$ cat src/rtl/count_display_driver.sv
// count_display_driver: 2-digit multiplexed 7-segment driver for a 0..30 wrapping counter
//
// Samples the upstream counter value every clock, splits it into tens/ones,
// and scans the two digits of a common-anode display. Counter wrap events
// (30->0 up, 0->30 down) are strobed, counted (saturating) and blank the
// display for FLASH_CYC clocks.
//
// Parameters:
//   SCAN_DIV   clocks per digit slot (>=2)
//   FLASH_CYC  clocks the display stays blanked after a wrap (>=1)
//
// Ports:
//   clk         in   system clock, rising edge
//   rst         in   asynchronous reset, active low
//   value[4:0]  in   live counter value from upstream
//   seg[6:0]    out  segments {g,f,e,d,c,b,a}, active low, registered
//   an[1:0]     out  digit anodes {tens,ones}, active low, registered
//   wrap_pulse  out  one-cycle strobe per detected wrap
//   wrap_cnt    out  wraps since reset, saturating at 255
module count_display_driver #(
    parameter int SCAN_DIV  = 1000,
    parameter int FLASH_CYC = 4096
) (
    input  logic       clk,
    input  logic       rst,
    input  logic [4:0] value,
    output logic [6:0] seg,
    output logic [1:0] an,
    output logic       wrap_pulse,
    output logic [7:0] wrap_cnt
);

    localparam int DW = (SCAN_DIV > 1) ? $clog2(SCAN_DIV) : 1;
    localparam int FW = $clog2(FLASH_CYC + 1);

    logic [4:0]    val_q;
    logic [DW-1:0] div_cnt;
    logic [FW-1:0] flash_cnt;
    logic          digit_sel;
    logic          wrap_det;
    logic          div_end;
    logic [1:0]    tens;
    logic [3:0]    ones;
    logic [3:0]    digit;
    logic          blank;
    logic [6:0]    seg_d;
    logic [1:0]    an_d;

    function automatic logic [6:0] dec7(input logic [3:0] d);
        case (d)
            4'd0:    dec7 = 7'h40;
            4'd1:    dec7 = 7'h79;
            4'd2:    dec7 = 7'h24;
            4'd3:    dec7 = 7'h30;
            4'd4:    dec7 = 7'h19;
            4'd5:    dec7 = 7'h12;
            4'd6:    dec7 = 7'h02;
            4'd7:    dec7 = 7'h78;
            4'd8:    dec7 = 7'h00;
            4'd9:    dec7 = 7'h10;
            default: dec7 = 7'h7F;
        endcase
    endfunction

    // Only the true modular wraps count; 31->0 and other jumps are ignored.
    assign wrap_det = (val_q == 5'd30 && value == 5'd0) || (val_q == 5'd0 && value == 5'd30);
    assign div_end  = div_cnt == DW'(SCAN_DIV - 1);

    always_comb begin
        tens  = (val_q >= 5'd30) ? 2'd3 : (val_q >= 5'd20) ? 2'd2 : (val_q >= 5'd10) ? 2'd1 : 2'd0;
        ones  = 4'(val_q - 5'(tens) * 5'd10);
        digit = digit_sel ? {2'b00, tens} : ones;
        blank = (flash_cnt != '0) || (digit_sel && tens == 2'd0);
        an_d  = blank ? 2'b11 : (digit_sel ? 2'b01 : 2'b10);
        seg_d = blank ? 7'h7F : dec7(digit);
    end

    always_ff @(posedge clk or negedge rst) begin
        if (!rst) begin
            val_q      <= '0;
            div_cnt    <= '0;
            digit_sel  <= 1'b0;
            flash_cnt  <= '0;
            wrap_pulse <= 1'b0;
            wrap_cnt   <= '0;
            seg        <= 7'h7F;
            an         <= 2'b11;
        end else begin
            val_q      <= value;
            div_cnt    <= div_end ? '0 : div_cnt + 1'b1;
            digit_sel  <= digit_sel ^ div_end;
            // A wrap always reloads, even on the cycle the flash would expire.
            flash_cnt  <= wrap_det ? FW'(FLASH_CYC) : (flash_cnt != '0) ? flash_cnt - 1'b1 : flash_cnt;
            wrap_pulse <= wrap_det;
            wrap_cnt   <= (wrap_det && wrap_cnt != 8'hFF) ? wrap_cnt + 1'b1 : wrap_cnt;
            seg        <= seg_d;
            an         <= an_d;
        end
    end

endmodule

$ cat config.mk
export PLATFORM = sky130hd
export DESIGN_NAME = count_display_driver
export DESIGN_NICKNAME = d
export VERILOG_FILES = /design/src/rtl/count_display_driver.sv
export SDC_FILE = /design/constraint.sdc
export NUM_CORES = 1
export LEC_CHECK = 0
export CORE_ASPECT_RATIO = 0.6
export CORE_MARGIN = 8
export CORE_UTILIZATION = 50
export CTS_CLUSTER_SIZE = 14
export DETAILED_ROUTE_END_ITERATION = 8
export PLACE_DENSITY_LB_ADDON = 0.12
export SLEW_MARGIN = 40
export SYNTH_ARGS = -nofsm -noshare
export SYNTH_HDL_FRONTEND = slang
export SYNTH_SLANG_ARGS = --single-unit
export TNS_END_PERCENT = 30
$ cat constraint.sdc
create_clock -name clk -period 2.4 [get_ports clk]
set_input_delay 0.48 -clock clk [delete_from_list [all_inputs] [get_ports clk]]
set_output_delay 0.48 -clock clk [all_outputs]
set_load 0.005 [all_outputs]
Run 1, cell classes on the final placement:
Fill, decap, tap and diode cells in gray.
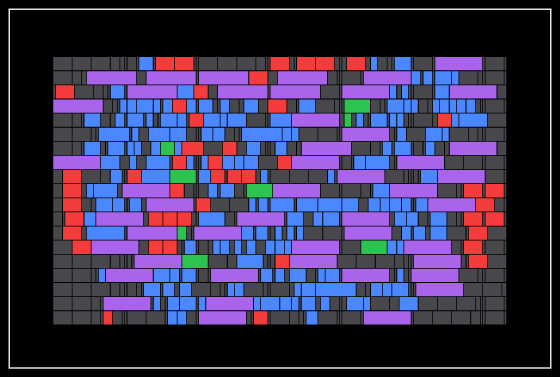
green -> clock drivers and dummy loads  # cells 8, share of their area 3.0%
red -> remaining buffers and delay cells  # cells 46, share of their area 14%
blue -> remaining logic cells  # cells 169, share of their area 40%
purple -> registers  # cells 47, share of their area 42%

Run 1, sequential cells colored by netlist name:
Scale bar: 20 um.
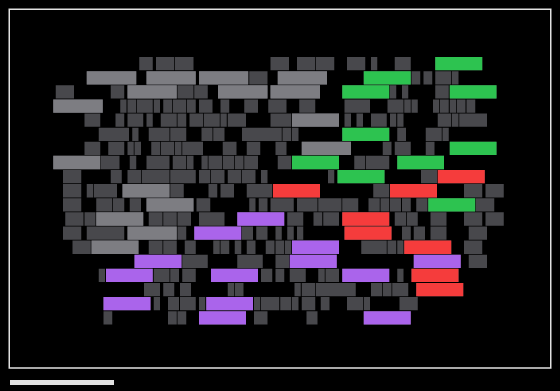
green -> div_cnt  # placed flops 10
red -> wrap_cnt  # placed flops 8, where east
purple -> flash_cnt  # placed flops 13
not colored = 16
sequential logic power: 949 uW
flip-flop and latch area: 1190 um^2
final core utilization: 64.0%
sequential portion of the cell area: 41.1%

Run 1, metal layers overlaid:
Scale bar: 20 um. Two of the layers only.
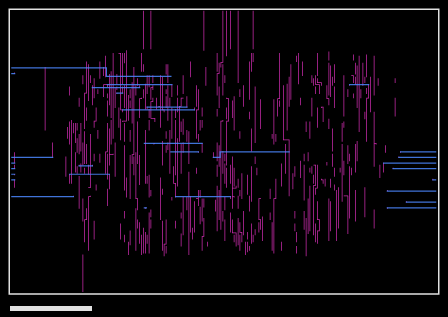
blue -> M3  # wire length 268 um
magenta -> M2  # wire length 1980 um
mean routed wirelength per cell: 14.4 um
total routing resource utilization after global routing: 14.0%
DR vias: 1773

==> notes.md, run 1 <==
- Final Wtd Congestion: 0.897
- count of hold-fix buffers inserted at cts: 0
- number of buffers added for setup after CTS: 1
- reg-to-reg startpoint: val_q[2]
- post-synthesis cell area: 2330 um^2
- registers with the most flip-flops: flash_cnt x13, div_cnt x10, wrap_cnt x8
- Worst setup startpoint: val_q[2]
- cell breakdown of the critical path: nand2b_4, o21ai_0, a31oi_1, inv_1, ha_2, fa_1, inv_1, a21oi_2, mux2i_1, a211o_1
- max reg flops: 13
- CP peak stage delay: 0.54 ns
- highest metal used: met4
- Worst Setup Slack, final: 0.0680 ns
- kind of cell adding the most delay to the critical path: adder cells
- Critical Path Stages: 10
- most area-hungry cell type in the Yosys netlist: dfrtp_1
- number of global-route vias before repair: 1668
- Top cells excl fill/tap: dfrtp_1 (37), nor2_1 (27), clkdlybuf4s50_1 (23)
- non-filler cells in the finished layout: 333
- main logic family after synthesis: simple AND/OR/NAND/NOR gates
- clock skew: 0.00607 ns
- met3 wirelength from detailed routing: 267 um
- FFs w/ async S/R, synth: 100%
- Worst setup SP type: register
- tap cell instance count: 63
- number of warnings in the stage logs: 27
- met2 wirelength from detailed routing: 1.98 mm
- highest ir drop seen on vdd: 326 uV
- Critical Path AT: 2.56 ns
- CTS tree: done
- Comb area: 1090 um^2
- share of the synthesized area in the top cell type: 40.9%
- Worst path slowest cell: fa_1
- total setup violations reported at the end of the flow: 0
- outcome: completed
- number of placed instances, taps included: 321
- worst setup slack for register-to-register paths: 0.07 ns
- data-path buffer share of cell area in the final layout: 14.0%
- library cell with the highest instance count after synthesis: dfrtp_1
- GR met2 Demand/Resource: 19.7%
- hold violation total from the final report: 0
- Reg power frac: 52.5%
- #FFs+latches synth: 47
- required time worst endpoint: 2.63 ns
- Worst setup EP type: register
- met3 Track Usage GR: 3.99%
- Top-Level Pins: 25
- Worst Tran Pin Value: 0.644 ns
- core region area: 4520 um^2
- relative area change from synthesis to final layout: 24.4%
- largest cells by area after synthesis: dfrtp_1 (41%), dfstp_2 (10%), xnor2_1 (6.0%), nor2_1 (4.4%), a21oi_1 (3.0%)
--- run 2 (diff from run 1) ---
Settings changed: CORE_UTILIZATION 50 to 56.
Clock period 2.4 ns to 2.3 ns, I/O delays scaled along.
Run 2, cell classes on the final placement:
Fill, decap, tap and diode cells in gray.
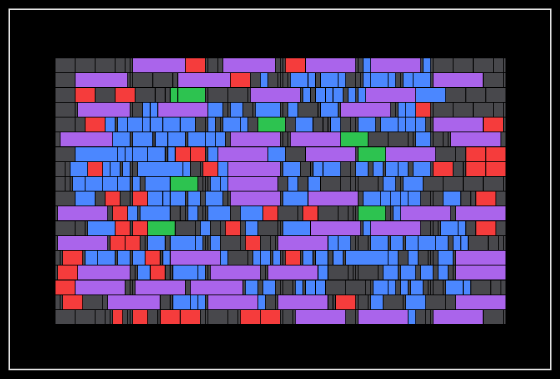
green -> clock drivers and dummy loads  # cells 8, share of their area 3.6%
blue -> remaining logic cells  # cells 169, share of their area 40%
purple -> registers  # cells 47, share of their area 43%
red -> remaining buffers and delay cells  # cells 44, share of their area 14%
floorplan row count: 18
fin area: 2860 um^2

==> notes.md, run 2 <==
- Top-Level Pins: 25
- GR met2 Demand/Resource: 22.0%
- met2 wirelength from detailed routing: 1.97 mm
- met3 Track Usage GR: 3.99%
- count of hold-fix buffers inserted at cts: 0
- hold violation total from the final report: 0
- outcome: complete, but fails checks
- FFs w/ async S/R, synth: 100%
- CP peak stage delay: 0.47 ns
- Critical Path Stages: 10
- library cell with the highest instance count after synthesis: dfrtp_1
- final core utilization: 70.5%
- number of global-route vias before repair: 1716
- Critical Path AT: 2.55 ns
- most area-hungry cell type in the Yosys netlist: dfrtp_1
- CTS tree: done
- core region area: 4050 um^2
- number of placed instances, taps included: 309
- Worst Setup Slack, final: -0.0261 ns
- registers with the most flip-flops: flash_cnt x13, div_cnt x10, wrap_cnt x8
- total setup violations reported at the end of the flow: 1
- Worst setup EP type: register
- reg-to-reg startpoint: val_q[2]
- sequential logic power: 996 uW
- Comb area: 1080 um^2
- failing checks: negative setup slack
- sequential portion of the cell area: 41.6%
- number of warnings in the stage logs: 28
- tap cell instance count: 50
- #FFs+latches synth: 47
- main logic family after synthesis: simple AND/OR/NAND/NOR gates
- number of buffers added for setup after CTS: 0
- worst setup slack for register-to-register paths: -0.03 ns
- Worst Tran Pin Value: 0.578 ns
- data-path buffer share of cell area in the final layout: 13.5%
- cell breakdown of the critical path: nand2b_4, o21ai_1, a31oi_1, inv_1, ha_2, fa_2, buf_4, a21oi_1, a21oi_1, a211o_1
- post-synthesis cell area: 2330 um^2
- highest metal used: met4
- Worst path slowest cell: fa_2
- Worst setup startpoint: val_q[2]
- largest cells by area after synthesis: dfrtp_1 (41%), dfstp_2 (10%), xnor2_1 (6.0%), nor2_1 (4.4%), a21oi_1 (3.0%)
- non-filler cells in the finished layout: 318
- max reg flops: 13
- highest ir drop seen on vdd: 385 uV
--- run 3 (diff from run 2) ---
Settings changed: CTS_CLUSTER_SIZE 14 to 20, PLACE_DENSITY_LB_ADDON 0.12 to 0.25, SETUP_SLACK_MARGIN set to 0.3.
Run 3, sequential cells colored by netlist name:
Scale bar: 20 um.
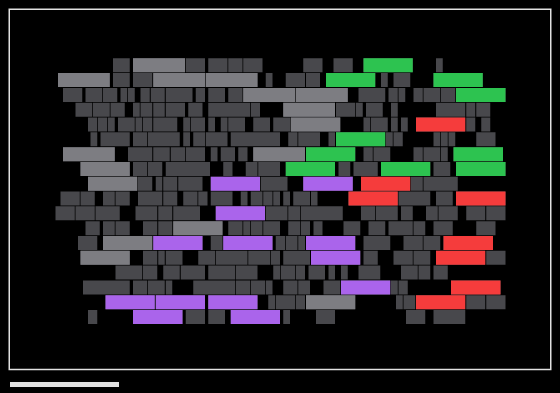
purple -> flash_cnt  # placed flops 13
green -> div_cnt  # placed flops 10
red -> wrap_cnt  # placed flops 8

==> notes.md, run 3 <==
- core region area: 4050 um^2
- total setup violations reported at the end of the flow: 7
- highest ir drop seen on vdd: 406 uV
- max reg flops: 13
- Final Wtd Congestion: 0.897
- Worst Tran Pin Value: 0.635 ns
- met2 wirelength from detailed routing: 2.36 mm
- share of the synthesized area in the top cell type: 40.9%
- Worst setup EP type: register
- main logic family after synthesis: simple AND/OR/NAND/NOR gates
- number of global-route vias before repair: 1738
- CP peak stage delay: 0.64 ns
- number of placed instances, taps included: 312
- registers with the most flip-flops: flash_cnt x13, div_cnt x10, wrap_cnt x8
- sequential logic power: 1.02 mW
- non-filler cells in the finished layout: 326
- Critical Path AT: 2.62 ns
- count of hold-fix buffers inserted at cts: 0
- required time worst endpoint: 2.54 ns
- cell breakdown of the critical path: nand3b_1, o21ai_2, a31oi_2, inv_1, ha_2, fa_2, inv_4, a21oi_4, mux2i_1, a211o_1
- fin area: 3110 um^2
- outcome: complete, but fails checks
- Top-Level Pins: 25
- kind of cell adding the most delay to the critical path: adder cells
- Worst Setup Slack, final: -0.0769 ns
- failing checks: negative setup slack
- post-synthesis cell area: 2330 um^2
- data-path buffer share of cell area in the final layout: 14.9%
- number of buffers added for setup after CTS: 3
- sequential portion of the cell area: 38.2%

==> notes/layouts.md <==
Pictures saved along the way, in no particular order.

The clock network.
shot_01.png
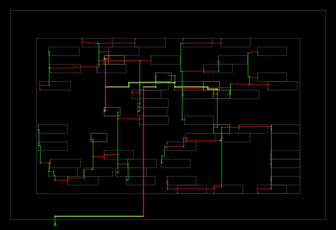
shot_02.png
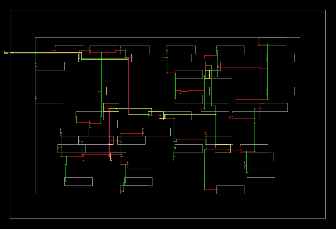
shot_03.png
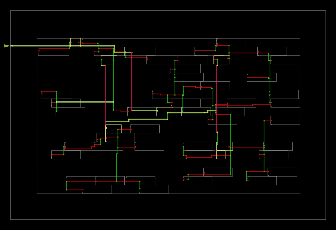
shot_02.png comes from run 1.
shot_03.png comes from run 3.
shot_01.png comes from run 2.

Power and IR drop assume default switching activity.
